==> config.mk <==
export PLATFORM = sky130hd
export DESIGN_NAME = aidan_mcnay_prime_seq
export DESIGN_NICKNAME = d
export VERILOG_FILES = /design/src/rtl/aidan_mcnay_prime_seq.sv
export SDC_FILE = /design/constraint.sdc
export NUM_CORES = 1
export LEC_CHECK = 0
export CAP_MARGIN = 10
export CORE_UTILIZATION = 63
export DETAILED_ROUTE_END_ITERATION = 6
export PLACE_DENSITY = 0.95
export RECOVER_POWER = 100
export SLEW_MARGIN = 40
export SYNTH_ARGS = -nofsm -noshare
export SYNTH_HDL_FRONTEND = slang
export SYNTH_SLANG_ARGS = --single-unit
==> constraint.sdc <==
create_clock -name clk -period 17.2 [get_ports clk]
set_input_delay 3.44 -clock clk [delete_from_list [all_inputs] [get_ports clk]]
set_output_delay 3.44 -clock clk [all_outputs]
set_load 0.02 [all_outputs]
Figure 1. Track usage over the die (run 1).
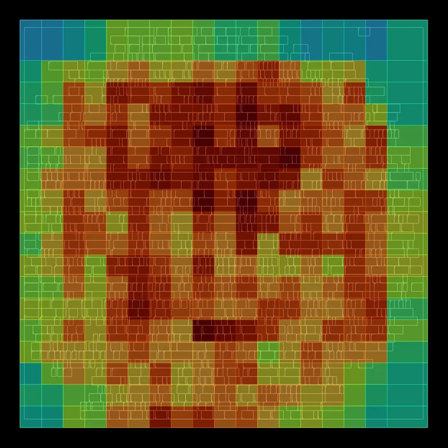
overall routing resource usage: 36.6%
global routing usage on met2: 61.6%

Figure 2. Cell sizes after repair (run 1).
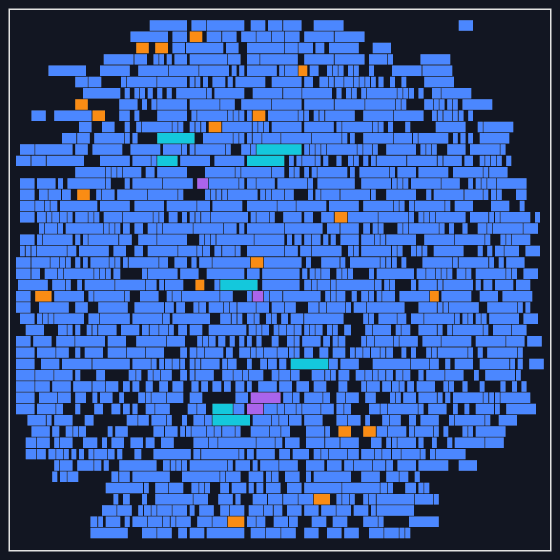
| colour | size | cells | most used |
|---|---|---|---|
| blue | x1 and smaller | 1207 | inv_1 |
| cyan | x6 and larger | 8 | clkbuf_16 |
| purple | x3 and x4 | 4 | buf_4 |
| orange | x2 | 18 | a31o_2 |
post-layout worst setup margin: 8090 ps
signed area change from the synthesized netlist to the final layout: 11.3%
number of ordinary and repair buffers in the finished layout: 95
final instance area: 11500 um2

Figure 3. Logic cells by family (run 1).
Scale bar: 50 um.
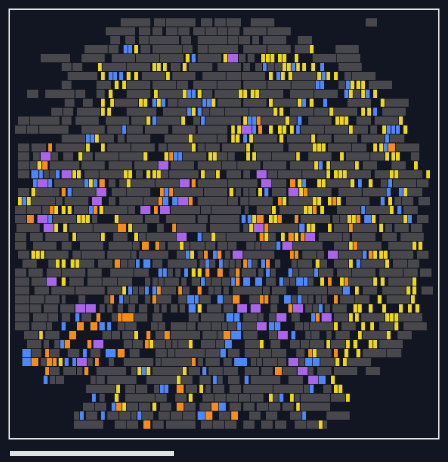
| colour | family | cells | most used |
|---|---|---|---|
| purple | xor and xnor cells | 38 | xnor2_1 |
| orange | nor cells | 92 | nor2_1 |
| yellow | inv cells | 270 | inv_1 |
| blue | nand cells | 153 | nand2_1 |
number of non-filler instances in the completed layout: 1453
commonest non-fill, non-tap cell in the layout: sky130_fd_sc_hd__inv_1
combinational share of cell area: 67.9%

==> run_results.csv, run 1 <==
group,metric,value,unit
run_status,violations_in_the_final_reports,"max-capacitance violations, max-slew violations",
placement,dp_hpwl,22700,um
critical_path,timing.critical_path.buf_inv,3,
sta,timing.clock.skew,11.2,ps
grt,grt_pass1_vias,9465,
pwr,irDropWorstVdd,0.0000423,V
pwr,power.density_cell_area,53.5,nW/um2
critical_path,cp_slowest_cell,"sky130_fd_sc_hd__dfstp_1",
synthesis,post_synth_and_or_nand_nor_area_fraction,14.0,%
route,met2_wirelength,14200,um
grt,grt_overflow_total,0,
synthesis,async_reset_ff_share,100,%
pwr,p_leak,6.29,nW
route,drt_iter0_markers,764,
final_layout,mostFrequentLayoutCells,"266 x sky130_fd_sc_hd__inv_1, 163 x sky130_fd_sc_hd__fa_1, 122 x sky130_fd_sc_hd__nand2_1",
worst_hold_path,hold_path_class,"register to register",
synthesis,synthesized_instance_count,1178,
synthesis,netlist.top_cell.by_instances,"sky130_fd_sc_hd__inv_1",
clock_tree,postCtsSetupBuffers,0,
flow_run,openroad.warnings,30,
grt,grt_antenna_before_repair,0,
placement,portBuffers,90,
final_layout,ratio_of_cells_with_drive_above_1_in_the_final_layout,2.43,%
synthesis,synth_stat.cells,1178,
clock_tree,root_buffer_cell,"sky130_fd_sc_hd__clkbuf_16",
pwr,power_frac_seq,33.2,%
sta,unrepaired_setup_endpoints_after_global_routing,"false",
sta,setup_viol,0,
floorplanning,floorplan.die.width,130,um
route,num_vias,8866,
critical_path,path_class,"register to register",
pwr,switching_fraction_of_total_power,43.5,%
sta,max_slew_headroom,-105,%
clock_tree,h-tree-depth,2,
route,highest-signal-layer,"met4",
flow_run,timing.max_cap.violations,2,
synthesis,synth_seq_share,12.6,%
critical_path,setup.worst_path.start_class,"register",
final_layout,final_nets,1557,
sta,post-route-min-period,9110,ps
floorplanning,initial_core_util,65.0,%
floorplanning,core-area,15900,um2
critical_path,cp_cell_sequence,"nand2_1 -> fa_1 -> fa_1 -> inv_1 -> fa_1 -> fa_1 -> fa_1 -> inv_1 -> fa_1 -> inv_1 -> ha_1 -> and2_1 -> a21boi_0 -> nand2_1 -> xor2_1 -> ha_1 -> a21oi_1 -> nand2_1 -> a2111oi_0 -> a2bb2o_4 -> a2111oi_0 -> o2111a_1 -> and3_1 -> a31o_2",
synthesis,top_logic_kind,"adder cells",
floorplanning,boundaryPins,91,
worst_hold_path,holdPathStages,1,
synthesis,synth_xor_xnor_area_share,3.21,%
route,route.antenna.remaining_nets,0,
synthesis,common_cells,"267 x sky130_fd_sc_hd__inv_1, 163 x sky130_fd_sc_hd__fa_1, 122 x sky130_fd_sc_hd__nand2_1",
clock_tree,clkLatencyLatePin,310,ps
pwr,p_switching,0.269,mW
pwr,clkPwrFrac,20.8,%
critical_path,critical_path.top_delay_family,"adder cells",
route,met3_wirelength,2490,um
sta,tightestPinTransition,3070,ps
synthesis,synth-edff-count,0,
sta,timing_hold_violations_final,0,
sta,slew_viol_final,99,
clock_tree,clock_sink_count,52,
pwr,power_report.internal_total,0.349,mW
grt,grt_start_max_net_pins,53,
pwr,proportion_of_power_drawn_by_combinational_gates,46.1,%
critical_path,kind_of_end_point_of_the_critical_path,"register",
floorplanning,rows,46,
run_status,status,"finished with violations",
synthesis,yosys_most_used_dff,"sky130_fd_sc_hd__dfrtp_1",
final_layout,diodes,0,
synthesis,yosysUniqueCellTypes,65,
-- run 1: kinds of logic (layout without fill, tap and decap cells) --
kind of cell | Yosys count | after routing
muxes | 3 | 3
and+or+nand+nor | 304 | 304
xor gates and xnor gates | 38 | 38
AOI/OAI and AO/OA | 184 | 184
adders and majority gates | 283 | 283
buffers and inverters | 314 | 373
DFF | 52 | 52
-- run 1: power groups by stage --
stage / Clock, mW / Combinational [mW] / Sequential [mW]
6_report: 0.128 / 0.284 / 0.205
5_1_grt: 0.132 / 0.302 / 0.208
4_1_cts: 0.128 / 0.292 / 0.204
3_5_place_dp: 0 / 0.290 / 0.206
3_3_place_gp: 0 / 0.278 / 0.202
2_1_floorplan: 0 / 0.140 / 0.220
-- run 1: area by class of cell --
type | count | share of cell area (%)
clock buffer | 7 | 1.32
clock inverter | 1 | 0.260
inverter | 270 | 8.79
multi-input combinational | 812 | 67.9
sequential | 52 | 11.3
tap | 216 | 2.34
timing repair buffer | 95 | 8.04
-- run 1: layer usage --
| metal | up-vias | GRT usage (%) |
|---|---|---|
| li1 | 3866 | - |
| met1 | 4349 | 45.0 |
| met2 | 506 | 61.6 |
| met3 | 145 | 5.45 |
| met4 | 0 | 21.4 |
| met5 | - | 0 |
-- run 1: stage by stage --
step	cells	worst slack [ps]	instance area [um2]	power, mW
CTS	1453	8370	11600	0.624
detailed placement	1445	8400	11400	0.496
global route	1453	7560	11500	0.643
finish	1453	8090	11500	0.617
global placement	1445	8760	11400	0.481
floorplan	1178	9370	10400	0.360
Figure 4. M3 wires (run 1).
Cells faint in the background.
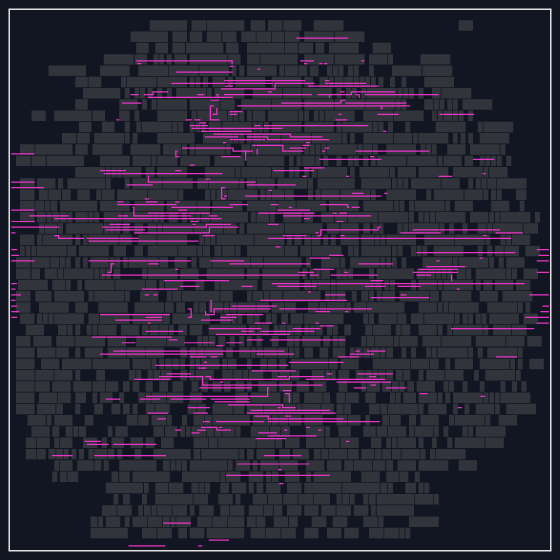

==> run 2: changes to the inputs <==
CORE_UTILIZATION = 61   (was 63)
PLACE_DENSITY = 0.93   (was 0.95)
clock period = 9.3 ns   (was 17.2 ns; I/O delays follow)
Figure 5. M3 wires (run 2).
Cells faint in the background.
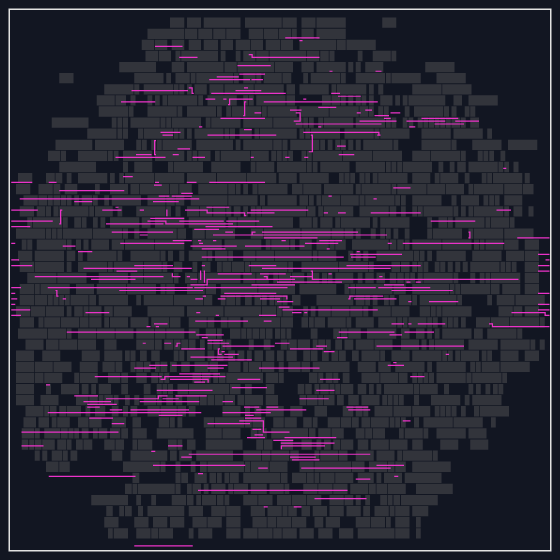
share of all routed wire: 8.0%
longest straight run: 50.4 um
overall routed net length: 28300 um
Via Count: 8880

==> run 2 against run 1 <==
Against the previous run:
- the flow finishes with violations (design-rule violations, max-capacitance violations, max-slew violations)
- area after synthesis did not move
- sequential power rose by 82%
- critical path depth is the same
- clock-buffer cell count decreased by 1
- final area increased by 0.24%
- core utilization decreased by 2.6 points
- wire length fell by 1.5%
- clock power is 78% higher
- critical endpoint is now ostream_factor[11]
==> run_results.csv, run 2 <==
group,metric,value,unit
run_status,status,"finished with violations",
run_status,violations_in_the_final_reports,"design-rule violations, max-capacitance violations, max-slew violations",
grt,groute.usage.overall,33.4,%
final_layout,final_nets,1560,
synthesis,yosysUniqueCellTypes,65,
sta,timing.clock.skew,12.5,ps
critical_path,critical_path.top_delay_family,"adder cells",
final_layout,diodes,0,
sta,slew_viol_final,99,
route,drt_iter0_markers,971,
critical_path,setup.worst_path.start_class,"register",
final_layout,final-instance-count-excl-fill,1460,
final_layout,synthToLayoutAreaGrowth,11.6,%
grt,grt_antenna_before_repair,0,
placement,dp_cells,1452,
synthesis,common_cells,"267 x sky130_fd_sc_hd__inv_1, 163 x sky130_fd_sc_hd__fa_1, 122 x sky130_fd_sc_hd__nand2_1",
flow_run,timing.max_cap.violations,2,
flow_run,openroad.warnings,30,
synthesis,synth_xor_xnor_area_share,3.21,%
synthesis,synth_seq_share,12.6,%
final_layout,layout.cells.most_common,"sky130_fd_sc_hd__inv_1",
clock_tree,postCtsSetupBuffers,0,
floorplanning,boundaryPins,91,
floorplanning,core-area,16600,um2
floorplanning,initial_core_util,62.5,%
synthesis,post_synth_and_or_nand_nor_area_fraction,14.0,%
critical_path,cp_slowest_cell,"sky130_fd_sc_hd__dfstp_1",
synthesis,synth_stat.cells,1178,
floorplanning,floorplan.die.width,132,um
floorplanning,rows,47,
synthesis,synthesized_instance_count,1178,
critical_path,kind_of_end_point_of_the_critical_path,"register",
placement,portBuffers,90,
synthesis,yosys_most_used_dff,"sky130_fd_sc_hd__dfrtp_1",
worst_hold_path,holdPathStages,1,
sta,timing_hold_violations_final,0,
pwr,irDropWorstVdd,0.000106,V
placement,dp_hpwl,22700,um
clock_tree,root_buffer_cell,"sky130_fd_sc_hd__clkbuf_16",
clock_tree,h-tree-depth,2,
grt,grt_start_max_net_pins,53,
route,remaining_drc_errors,2,
==> run 2: report_power, final <==
group          leakage (nW)  internal [mW]  total [mW]  switching [mW]
sequential            0.678          0.290       0.374          0.0844
combinational          5.53          0.212       0.522           0.310
clock                0.0815          0.129       0.228          0.0992
==> run 2: cell families after synthesis <==
kind of cell | after synthesis
buffers and inverters | 314
and+or+nand+nor | 304
adders and majority gates | 283
AOI/OAI and AO/OA | 184
DFF | 52
xor gates and xnor gates | 38
muxes | 3
==> run 2: cell type report <==
class                   instances  area [um2]
clock buffers                   6         129
clock inverters                 2        38.8
fillers                      1218        5030
inverters                     270        1010
multi-input cells             812        7860
flip-flops and latches         52        1300
well taps                     220         275
repair buffers                 98         942
==> run 2: layer usage <==
layer / vias to the layer above / track usage (%) / part of all wire (%)
li1: 3860 / - / -
met1: 4382 / 43.0 / 38
met2: 521 / 56.2 / 49
met3: 117 / 4.08 / 8.0
met4: 0 / 16.4 / 4.9
met5: - / 0 / 0
==> run 2: per-stage QoR <==
stage	hold slack, ps	cell area [um2]	util [%]	setup WS [ps]
detailed placement	516	11400	68.8	545
CTS	532	11600	69.8	450
finish	523	11600	69.7	520
global route	554	11600	69.7	144
floorplan	574	10400	-	1470
global placement	512	11400	68.8	815
No activity file was given, so power comes from the tool's default toggle rates.
